===== src/rtl/tetris_pkg.sv =====
// Shared Tetris definitions: shape codes, shape widths, FSM encoding and
// playfield geometry defaults common to the piece driver and collision mux.
package tetris_pkg;

  localparam int BLOCK_DEF   = 20;
  localparam int FIELD_W_DEF = 480;

  localparam logic [2:0] SHAPE_SQUARE = 3'd0;
  localparam logic [2:0] SHAPE_HBAR   = 3'd1;
  localparam logic [2:0] SHAPE_VBAR   = 3'd2;

  localparam logic [2:0] ST_IDLE  = 3'd0;
  localparam logic [2:0] ST_SPAWN = 3'd1;
  localparam logic [2:0] ST_FALL  = 3'd2;
  localparam logic [2:0] ST_LOCK  = 3'd3;
  localparam logic [2:0] ST_OVER  = 3'd4;

  // Width in cells; unknown codes fall back to a single cell.
  function automatic logic [2:0] shape_width(input logic [2:0] shape);
    case (shape)
      SHAPE_SQUARE: return 3'd2;
      SHAPE_HBAR:   return 3'd4;
      SHAPE_VBAR:   return 3'd1;
      default:      return 3'd1;
    endcase
  endfunction

endpackage


===== src/rtl/tick_gen.sv =====
// Gravity divider: counts to FALL_DIV-1 (or FAST_DIV-1 when fast) and emits a
// one-cycle tick on terminal count; clr restarts the period.
module tick_gen #(
  parameter int FALL_DIV = 12_500_000,
  parameter int FAST_DIV = 1_250_000
) (
  input  logic clk,
  input  logic rst_n,
  input  logic clr,
  input  logic en,
  input  logic fast,
  output logic tick
);

  localparam int CNT_W = (FALL_DIV > 1) ? $clog2(FALL_DIV) : 1;
  localparam logic [CNT_W-1:0] FALL_LIM = CNT_W'(FALL_DIV - 1);
  localparam logic [CNT_W-1:0] FAST_LIM = CNT_W'(FAST_DIV - 1);

  logic [CNT_W-1:0] cnt_q, cnt_d, lim;
  logic             tick_hit;

  // >= rather than == so switching to the shorter period mid-count ticks at once.
  always_comb begin
    lim      = fast ? FAST_LIM : FALL_LIM;
    tick_hit = en && (cnt_q >= lim);
    cnt_d    = cnt_q;
    if (clr)           cnt_d = '0;
    else if (tick_hit) cnt_d = '0;
    else if (en)       cnt_d = cnt_q + 1'b1;
  end

  always_ff @(posedge clk or negedge rst_n) begin
    if (!rst_n) cnt_q <= '0;
    else        cnt_q <= cnt_d;
  end

  assign tick = tick_hit;

endmodule


===== src/rtl/piece_driver.sv =====
// Falling-piece controller: owns the active piece position, applies gravity
// and player moves, and sequences spawn, lock, game over and restart.
module piece_driver
  import tetris_pkg::*;
#(
  parameter int BLOCK    = BLOCK_DEF,
  parameter int FIELD_W  = FIELD_W_DEF,
  parameter int SPAWN_X  = 280,
  parameter int FALL_DIV = 12_500_000,
  parameter int FAST_DIV = 1_250_000,
  parameter int LOCK_CYC = 4
) (
  input  logic        iVGA_CLK,
  input  logic        iRST_N,
  input  logic        btn_left,
  input  logic        btn_right,
  input  logic        btn_drop,
  input  logic        btn_start,
  input  logic        stop,
  input  logic        blk_left,
  input  logic        blk_right,
  input  logic [2:0]  shape,
  output logic [9:0]  ref_x,
  output logic [9:0]  ref_y,
  output logic        change_shape,
  output logic        start_over,
  output logic        game_over,
  output logic [15:0] piece_cnt
);

  localparam int LK_W = (LOCK_CYC > 1) ? $clog2(LOCK_CYC) : 1;
  localparam logic [LK_W-1:0] LOCK_LAST = LK_W'(LOCK_CYC - 1);
  localparam logic [10:0] BLOCK_W   = 11'(BLOCK);
  localparam logic [10:0] FIELD_W_W = 11'(FIELD_W);
  localparam logic [9:0]  SPAWN_X_W = 10'(SPAWN_X);

  logic [2:0]      state_q, state_d;
  logic [9:0]      ref_x_q, ref_x_d, ref_y_q, ref_y_d;
  logic            change_shape_q, change_shape_d;
  logic            start_over_q, start_over_d;
  logic            game_over_q, game_over_d;
  logic [15:0]     piece_cnt_q, piece_cnt_d;
  logic [LK_W-1:0] lock_cnt_q, lock_cnt_d;
  logic            btn_left_q, btn_right_q, btn_start_q;
  logic            left_edge_q, left_edge_d;
  logic            right_edge_q, right_edge_d;
  logic            start_edge_q, start_edge_d;

  logic        tick, tick_clr, tick_en;
  logic [10:0] x_ext, y_ext, w_plus1, right_reach;
  logic        mv_left, mv_right;

  tick_gen #(
    .FALL_DIV(FALL_DIV),
    .FAST_DIV(FAST_DIV)
  ) u_tick (
    .clk  (iVGA_CLK),
    .rst_n(iRST_N),
    .clr  (tick_clr),
    .en   (tick_en),
    .fast (btn_drop),
    .tick (tick)
  );

  // Edges are registered so moves land two clocks after the key rises.
  always_comb begin
    left_edge_d  = btn_left  & ~btn_left_q;
    right_edge_d = btn_right & ~btn_right_q;
    start_edge_d = btn_start & ~btn_start_q;
  end

  // Lateral legality in 11 bits so the right-edge sum cannot wrap.
  always_comb begin
    x_ext       = {1'b0, ref_x_q};
    y_ext       = {1'b0, ref_y_q};
    w_plus1     = {8'd0, shape_width(shape)} + 11'd1;
    right_reach = x_ext + w_plus1 * BLOCK_W;
    mv_left     = left_edge_q && !right_edge_q && !blk_left && (x_ext >= BLOCK_W);
    mv_right    = right_edge_q && !left_edge_q && !blk_right && (right_reach <= FIELD_W_W);
  end

  always_comb begin
    state_d        = state_q;
    ref_x_d        = ref_x_q;
    ref_y_d        = ref_y_q;
    change_shape_d = 1'b0;
    start_over_d   = 1'b0;
    piece_cnt_d    = piece_cnt_q;
    lock_cnt_d     = '0;
    tick_clr       = 1'b0;
    tick_en        = (state_q == ST_FALL);
    case (state_q)
      ST_IDLE: begin
        if (start_edge_q) begin
          start_over_d = 1'b1;
          state_d      = ST_SPAWN;
        end
      end
      ST_SPAWN: begin
        ref_x_d        = SPAWN_X_W;
        ref_y_d        = '0;
        change_shape_d = 1'b1;
        tick_clr       = 1'b1;
        state_d        = ST_FALL;
      end
      ST_FALL: begin
        if (mv_left)       ref_x_d = 10'(x_ext - BLOCK_W);
        else if (mv_right) ref_x_d = 10'(x_ext + BLOCK_W);
        if (tick) begin
          if (!stop)                ref_y_d = 10'(y_ext + BLOCK_W);
          else if (ref_y_q != '0)   state_d = ST_LOCK;
          else                      state_d = ST_OVER;
        end
      end
      ST_LOCK: begin
        if (lock_cnt_q == LOCK_LAST) begin
          piece_cnt_d = piece_cnt_q + 16'd1;
          state_d     = ST_SPAWN;
        end else begin
          lock_cnt_d = lock_cnt_q + 1'b1;
        end
      end
      ST_OVER: begin
        if (start_edge_q) begin
          start_over_d = 1'b1;
          piece_cnt_d  = '0;
          state_d      = ST_SPAWN;
        end
      end
      default: state_d = ST_IDLE;
    endcase
    game_over_d = (state_d == ST_OVER);
  end

  always_ff @(posedge iVGA_CLK or negedge iRST_N) begin
    if (!iRST_N) begin
      state_q        <= ST_IDLE;
      ref_x_q        <= SPAWN_X_W;
      ref_y_q        <= '0;
      change_shape_q <= 1'b0;
      start_over_q   <= 1'b0;
      game_over_q    <= 1'b0;
      piece_cnt_q    <= '0;
      lock_cnt_q     <= '0;
      btn_left_q     <= 1'b0;
      btn_right_q    <= 1'b0;
      btn_start_q    <= 1'b0;
      left_edge_q    <= 1'b0;
      right_edge_q   <= 1'b0;
      start_edge_q   <= 1'b0;
    end else begin
      state_q        <= state_d;
      ref_x_q        <= ref_x_d;
      ref_y_q        <= ref_y_d;
      change_shape_q <= change_shape_d;
      start_over_q   <= start_over_d;
      game_over_q    <= game_over_d;
      piece_cnt_q    <= piece_cnt_d;
      lock_cnt_q     <= lock_cnt_d;
      btn_left_q     <= btn_left;
      btn_right_q    <= btn_right;
      btn_start_q    <= btn_start;
      left_edge_q    <= left_edge_d;
      right_edge_q   <= right_edge_d;
      start_edge_q   <= start_edge_d;
    end
  end

  assign ref_x        = ref_x_q;
  assign ref_y        = ref_y_q;
  assign change_shape = change_shape_q;
  assign start_over   = start_over_q;
  assign game_over    = game_over_q;
  assign piece_cnt    = piece_cnt_q;

endmodule


===== config.mk =====
export PLATFORM = sky130hd
export DESIGN_NAME = piece_driver
export DESIGN_NICKNAME = d
export VERILOG_FILES = /design/src/rtl/tetris_pkg.sv /design/src/rtl/tick_gen.sv /design/src/rtl/piece_driver.sv
export SDC_FILE = /design/constraint.sdc
export NUM_CORES = 1
export LEC_CHECK = 0
export ABC_AREA = 1
export CAP_MARGIN = 25
export CORE_ASPECT_RATIO = 0.8
export CORE_UTILIZATION = 40
export DETAILED_ROUTE_END_ITERATION = 12
export GPL_ROUTABILITY_DRIVEN = 0
export GPL_TIMING_DRIVEN = 0
export PLACE_DENSITY_LB_ADDON = 0.1
export REMOVE_ABC_BUFFERS = 1
export SLEW_MARGIN = 25
export SYNTH_ARGS = -nofsm -noshare
export SYNTH_HDL_FRONTEND = slang
export SYNTH_SLANG_ARGS = --single-unit

===== constraint.sdc =====
create_clock -name iVGA_CLK -period 3.85 [get_ports iVGA_CLK]
set_clock_uncertainty 0.1 [all_clocks]
set_input_delay 0.77 -clock iVGA_CLK [delete_from_list [all_inputs] [get_ports iVGA_CLK]]
set_output_delay 0.77 -clock iVGA_CLK [all_outputs]
set_load 0.02 [all_outputs]

**Run 1: signal wires on met1**

Supply wires on this layer in grey.
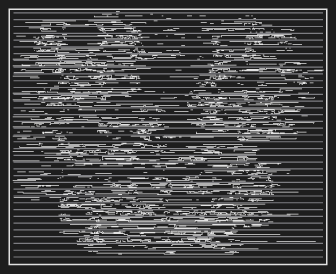
wire length on this layer = 6290 um
share of all routed wire = 53%
main direction = horizontal
nets with wire on the layer = 716
longest straight run = 59.3 um
final wirelength: 11930 um
Vias: 4605
met1 usage: 0.2899

**Run 1: M2 wires**

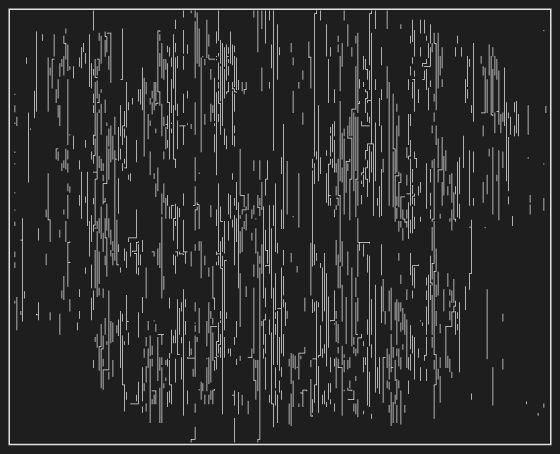
longest straight run = 40.3 um
main direction = vertical
met2 usage in global routing: 0.2992

==> CHANGELOG.md, run 1 <==
## Implementation

- Fillers: between 1000 and 1500
- WL met2: around 5000 um
- Ys async rst share: 1.000
- CP most frequent cell: nand2_1
- Final setup violation count: 0
- Top Usage Layer GRT: met2
- Vias in the first global route: between 4000 and 5000
- Final Max Slew Viols: 0
- FF-to-FF path depth: 12
- Critical Path RT: 4.02 ns
- M1 WL: 6291 um
- EDFF count, synth: 0
- YS warnings: 0
- CP Max Fanout: 22
- Clock distribution power: 0.845 mW
- Pre-Repair DR Iteration Count: 5
- Worst path buffer plus inverter count: 2
- Worst Hold Class: in -> async
- Area of the core: 12160 sq um
- Combinational Gates: just over 500
- Worst Path Arrival: around 3.4 ns
- Pwr per Cell Area: 655.2 nW/um^2
- WS Path Type: in -> reg
- Met3 WL: 424 um
- TritonCTS clock tree: yes
- Antenna violations before repair: 0
- Antenna fix cells: 0
- Slowest CP cell: clkdlybuf4s50_1
- Cell Chain, Critical Path: clkdlybuf4s50_1 -> inv_1 -> ha_1 -> a21oi_1 -> o21ai_0 -> nand2_1 -> nand2_1 -> nand2_1 -> nand4_4 -> nand2_2 -> nand2_1 -> nand2_1
- Post-synth seq share: 0.3523
- Final routed DRC violation total: 0
- Pre-CTS WS: roughly 0.22 ns
- Inverters excl. clock: 95
- Mean Syn Cell Area: just over 7 sq um
- Routed len/inst: 13.33 um
- Distinct cells, synth: 45
- Comb power frac: 0.464
- Fp_density: 0.4097
- Most numerous logic cell after layout: nand2_1
- Die area: 12910 sq um
- Num CTS Buffers: 9
- RSZ-0062 raised after global routing: no
- Main flop type after synthesis: dfrtp_1
- Worst-margin pin slew: 0.6736 ns
- Register area: 1755 sq um
- Mapped Area: 4982 sq um
- Final worst-path cycle share: 0.8482
- Max_cap viols: 0
- NonClk Buf Share: 0.08124
- Crit path depth: 12
- Seq pwr share: 0.317
- Critical Path Source: btn_drop
- Internal: 2.103 mW
- R2r startpoint: ref_x[2]
- Reg clk slew, reported paths: approximately 0.060 ns
- Top cell category: combinational gates
- Crit path max-delay family: simple AND/OR/NAND/NOR gates
- Cells after Synth: 688
- DP Wirelength: 8867 um
- Finished Layout Cells: 895
- Comb area: roughly 2800 sq um
- # rows: 36
- Slew headroom: 0.5499
- Chip Height: 101.8 um
- Post-CTS setup buffer count: 0
- ANT nets after route: 0
- Via-per-instance ratio: between 5 and 6
- Largest net degree at the start of global routing: 41
- Layout cells sized above 1: 0.06729
- IO Port Bufs: roughly 46
- Layout clock area frac: 0.05125
- Yosys reg bits: 70
- Placed cell count: 879
- Clock group share of total power: 0.219
- Final setup margin: between 0.5 and 0.6 ns
- Top logic cells by instance count in the layout: nand2_1 (194), inv_1 (87), dfrtp_1 (67)
- Hold_buf cts: 0
- Biggest consumer: combinational logic
- Placed Area: 5582 sq um
- Crit path to: ref_y[5]
- Clock Sinks: 70
- Die width: 126.8 um
- Final Hold Fails: 0
- Fin nets: between 700 and 800
- Ys cells: 688
- Number of I/O pins: 51
- Max incr delay on CP: 0.80 ns
- Max frequency: 0.3062 GHz
- Clock Latency Late Sink: 0.34 ns
- CP endpoint kind: flip-flop
- Capturing point of the worst reg2reg path: ref_x[6]
- Final-layout clock buffer total: 11
- GRT Total Usage: 0.1981
- # H-tree levels: 3
- Switching share of power: 0.4544
- Psw: 1.752 mW
- Non-Clock Buffer Count: 47
- Min cycle time layout: between 3 and 4 ns
- Status: completed
- Post-route cell area: roughly 5900 sq um
- Stage-log warning count: 30
- First-pass GRT wire length: 20380 um
- Tapcells: 152
- Combinational Power: ~1.8 mW
- Sum of negative setup slack: 0 ns
- Leak pwr: ~2.8 nW
- Area grow syn2layout: 18.08%
- DR iter-0 viols: 243
- Startpoint types: primary input
- CTS root buf: clkbuf_16
- Combinational share of cell area: 0.4753
- CTS resizes: 0
- Seq area share: 0.2984
- Clock Path Buffers: 2
- Sequential Power: 1.22 mW
- Seq_cells: approximately 70
- YS chip area: 4982 sq um
- Grt ovf: 0
- Highest routed metal layer: met4
- Worst VDD drop: between 0.2 and 0.3 mV
- R2R setup slack: about 1.6 ns
- Final hold slack: 0.2722 ns
**Run 1: signal wires on met3**

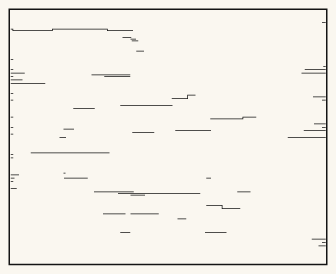
share of all routed wire = 3.6%
longest straight run = 32.7 um
met3 usage: 0.04188

-- run 1: stage by stage --
stage	utilization	power, mW
global route	0.4837	4.189
floorplan	-	2.471
finish	0.4837	3.854
CTS	0.4837	3.882
detailed placement	0.4590	3.011
global placement	0.4575	2.967
-- run 1: flip-flops by register name, indices dropped and copies added, names as in the netlist --
register / count
right_edge_q: 1
game_over: 1
change_shape: 1
ref_y: 8
btn_left_q: 1
state_q: 3
start_edge_q: 1
lock_cnt_q: 2
start_over: 1
piece_cnt: 16
btn_right_q: 1
u_tick.cnt_q: 24
ref_x: 8
btn_start_q: 1
left_edge_q: 1
-- run 1: cell usage after synthesis (3+ instances only) --
cell	count	area [sq um]
nand4_1	32	200.2
nand3_2	3	30.03
clkbuf_1	3	11.26
o211ai_1	3	22.52
nand2_1	194	728.2
o21ai_0	27	135.1
ha_1	29	362.9
a21oi_1	11	55.05
nand3b_1	3	22.52
or2_2	3	18.77
xor2_1	22	192.7
nand3_1	55	275.3
dfrtp_1	67	1677
nor3_1	18	90.09
buf_4	6	45.04
inv_1	87	326.6
o22ai_1	14	87.58
nor2_2	4	25.02
nand2_4	3	33.78
dfstp_2	3	78.83
nor3_2	5	50.05
nor2_1	58	217.7
inv_2	5	18.77
xnor2_1	4	35.03
o21ai_1	3	15.01
-- run 1: kinds of logic (layout without fill, tap and decap cells) --
logic type               Yosys count  in the layout  synth area share
adder cells (fa/ha/maj)           30             30           0.07685
XOR/XNOR                          26             26           0.04570
AND-OR/OR-AND                     64             64           0.07232
buffers and inverters            108            158           0.09015
flip-flops                        70             70            0.3523
AND/OR/NAND/NOR                  388            388            0.3611
other                              2              7          0.001507
--- run 2 (diff from run 1) ---
clock period = 3.3 ns   (was 3.85 ns; I/O delays follow)
**Run 2: clock routing**

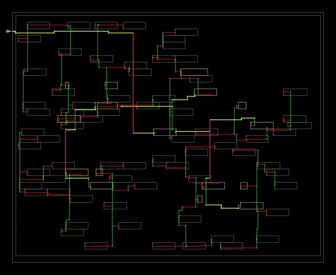
clock distribution power: 0.986 mW
Num CTS Buffers: 9
Clock Latency Late Sink: 0.34 ns
seq_cells: 70
Clock Sinks: 70

**Run 2: signal wires on met3**

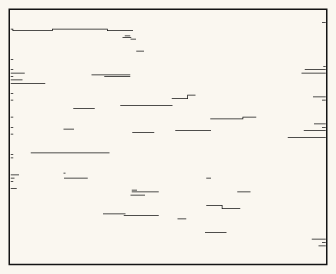
longest straight run = 31.3 um
main direction = horizontal
wire length on this layer = 385 um
Vias: 4601
final wirelength: 11940 um

==> CHANGELOG.md, run 2 <==
## Implementation

- Pwr per Cell Area: approximately 760 nW/um^2
- ANT nets after route: 0
- Largest register FFs: 24
- EDFF count, synth: 0
- Reg clk slew, reported paths: about 0.06 ns
- Post-CTS setup buffer count: 0
- Placed cell count: 879
- Area of the core: 12160 sq um
- Vias in the first global route: approximately 4200
- Cell Chain, Critical Path: dlymetal6s2s_1 -> inv_1 -> ha_1 -> a21oi_1 -> o21ai_0 -> nand2_1 -> nand2_1 -> nand2_1 -> nand4_4 -> nand2_2 -> nand2_1 -> nand2_1
- Distinct cells, synth: 45
- Sum of negative setup slack: 0 ns
- Met2 usage in global routing: 0.2992
- Area leader share: 0.3365
- # rows: 36
- Min cycle time layout: 2.781 ns
- Slowest CP cell: dlymetal6s2s_1
- YS chip area: around 5000 sq um
- Most flops, register: u_tick.cnt_q
- Crit path depth: 12
- WS Path Type: in -> reg
- Top Usage Layer GRT: met2
- DP Wirelength: 8867 um
- Yosys reg bits: 70
- Capturing point of the worst reg2reg path: ref_x[6]
- Fillers: between 1000 and 1500
- CTS root buf: clkbuf_16
- Max frequency: 0.3596 GHz
- Area grow syn2layout: 18.13%
- R2R setup slack: 1.02 ns
- Largest net degree at the start of global routing: 41
- Met3 usage: 0.04188
- # H-tree levels: 3
- Hold_buf cts: 0
- Final setup violation count: 0
- FF-to-FF path depth: 12
- Critical Path Source: btn_drop
- Slew headroom: 0.5501
- GRT Total Usage: 0.1981
- Final routed DRC violation total: 0
- Crit path max-delay family: simple AND/OR/NAND/NOR gates
- Worst Hold Class: in -> async
- Grt ovf: 0
- CTS resizes: 0
- Post-synth seq share: 0.3523
- Most numerous logic cell after layout: nand2_1
- Worst path buffer plus inverter count: 2
- Worst Path Arrival: 2.95 ns
- Chip Height: between 100 and 150 um
- RSZ-0062 raised after global routing: no
- Antenna fix cells: 0
- Mapped Area: 4982 sq um
- Area leader, netlist: dfrtp_1
- Main flop type after synthesis: dfrtp_1
- YS warnings: 0
- Fin nets: 780
- Leak pwr: 2.808 nW
- Status: completed
- Final worst-path cycle share: 0.8427
- Met1 usage: 0.2899
- Die width: 126.8 um
- Cells after Synth: 688
- Stage-log warning count: 30
- DR iter-0 viols: 242
- Via-per-instance ratio: 5.141
- Mean Syn Cell Area: 7.242 sq um
- Final Max Slew Viols: 0
- First-pass GRT wire length: 20380 um
- Most common library cells after synthesis: nand2_1 (194), inv_1 (87), dfrtp_1 (67)
- Routed len/inst: ~13 um
- CP most frequent cell: nand2_1
- Worst-margin pin slew: 0.6732 ns
- Fp_density: 0.4097
- Biggest area cells: dfrtp_1 (34%), nand2_1 (15%), ha_1 (7.3%)
run 2: cell counts after synthesis:
Identical to the previous run, type by type.
run 2: cell families after synthesis:
| family | after synthesis | share of synthesized area |
|---|---|---|
| XOR/XNOR | 26 | 0.04570 |
| AND-OR/OR-AND | 64 | 0.07232 |
| flip-flops | 70 | 0.3523 |
| buffers and inverters | 108 | 0.09015 |
| AND/OR/NAND/NOR | 388 | 0.3611 |
| adder cells (fa/ha/maj) | 30 | 0.07685 |
| other | 2 | 0.001507 |
run 2: final cells by class:
type / count / area, sq um / share of cell area
multi-input cells: 515 / 2796 / 0.4751
well taps: 152 / 190.2 / 0.03231
clock inverters: 5 / 58.81 / 0.009992
clock buffers: 11 / 242.7 / 0.04124
repair buffers: 47 / 480.5 / 0.08163
flip-flops and latches: 70 / 1755 / 0.2983
inverters: 95 / 361.6 / 0.06144
run 2: per-stage QoR:
step           hold WS, ns  utilization  cell area [sq um]  power (mW)  worst slack, ns
2_1_floorplan       0.2644            -               4913       2.883           0.9804
3_3_place_gp        0.2827       0.4575               5564       3.461           -1.139
3_5_place_dp        0.2836       0.4590               5582       3.513          -0.2179
4_1_cts             0.1741       0.4837               5883       4.529           0.1170
5_1_grt             0.1929       0.4840               5886       4.887           0.2141
6_report            0.1624       0.4840               5886       4.499           0.5192
run 2: layer usage:
metal / wire, um / vias up
met3: 384 / 7
met4: 82 / 0
met1: 6356 / 2179
met5: 0 / -
li1: - / 2337
met2: 5111 / 78
run 2: report_power, final:
group | switching, mW | leakage [nW] | total [mW] | internal, mW
logic | 1.33 | 1.72 | 2.09 | 0.755
registers | 0.334 | 0.943 | 1.43 | 1.09
clock network | 0.380 | 0.142 | 0.986 | 0.606
Power figures rest on the tool's default switching activity, not on a simulated workload.
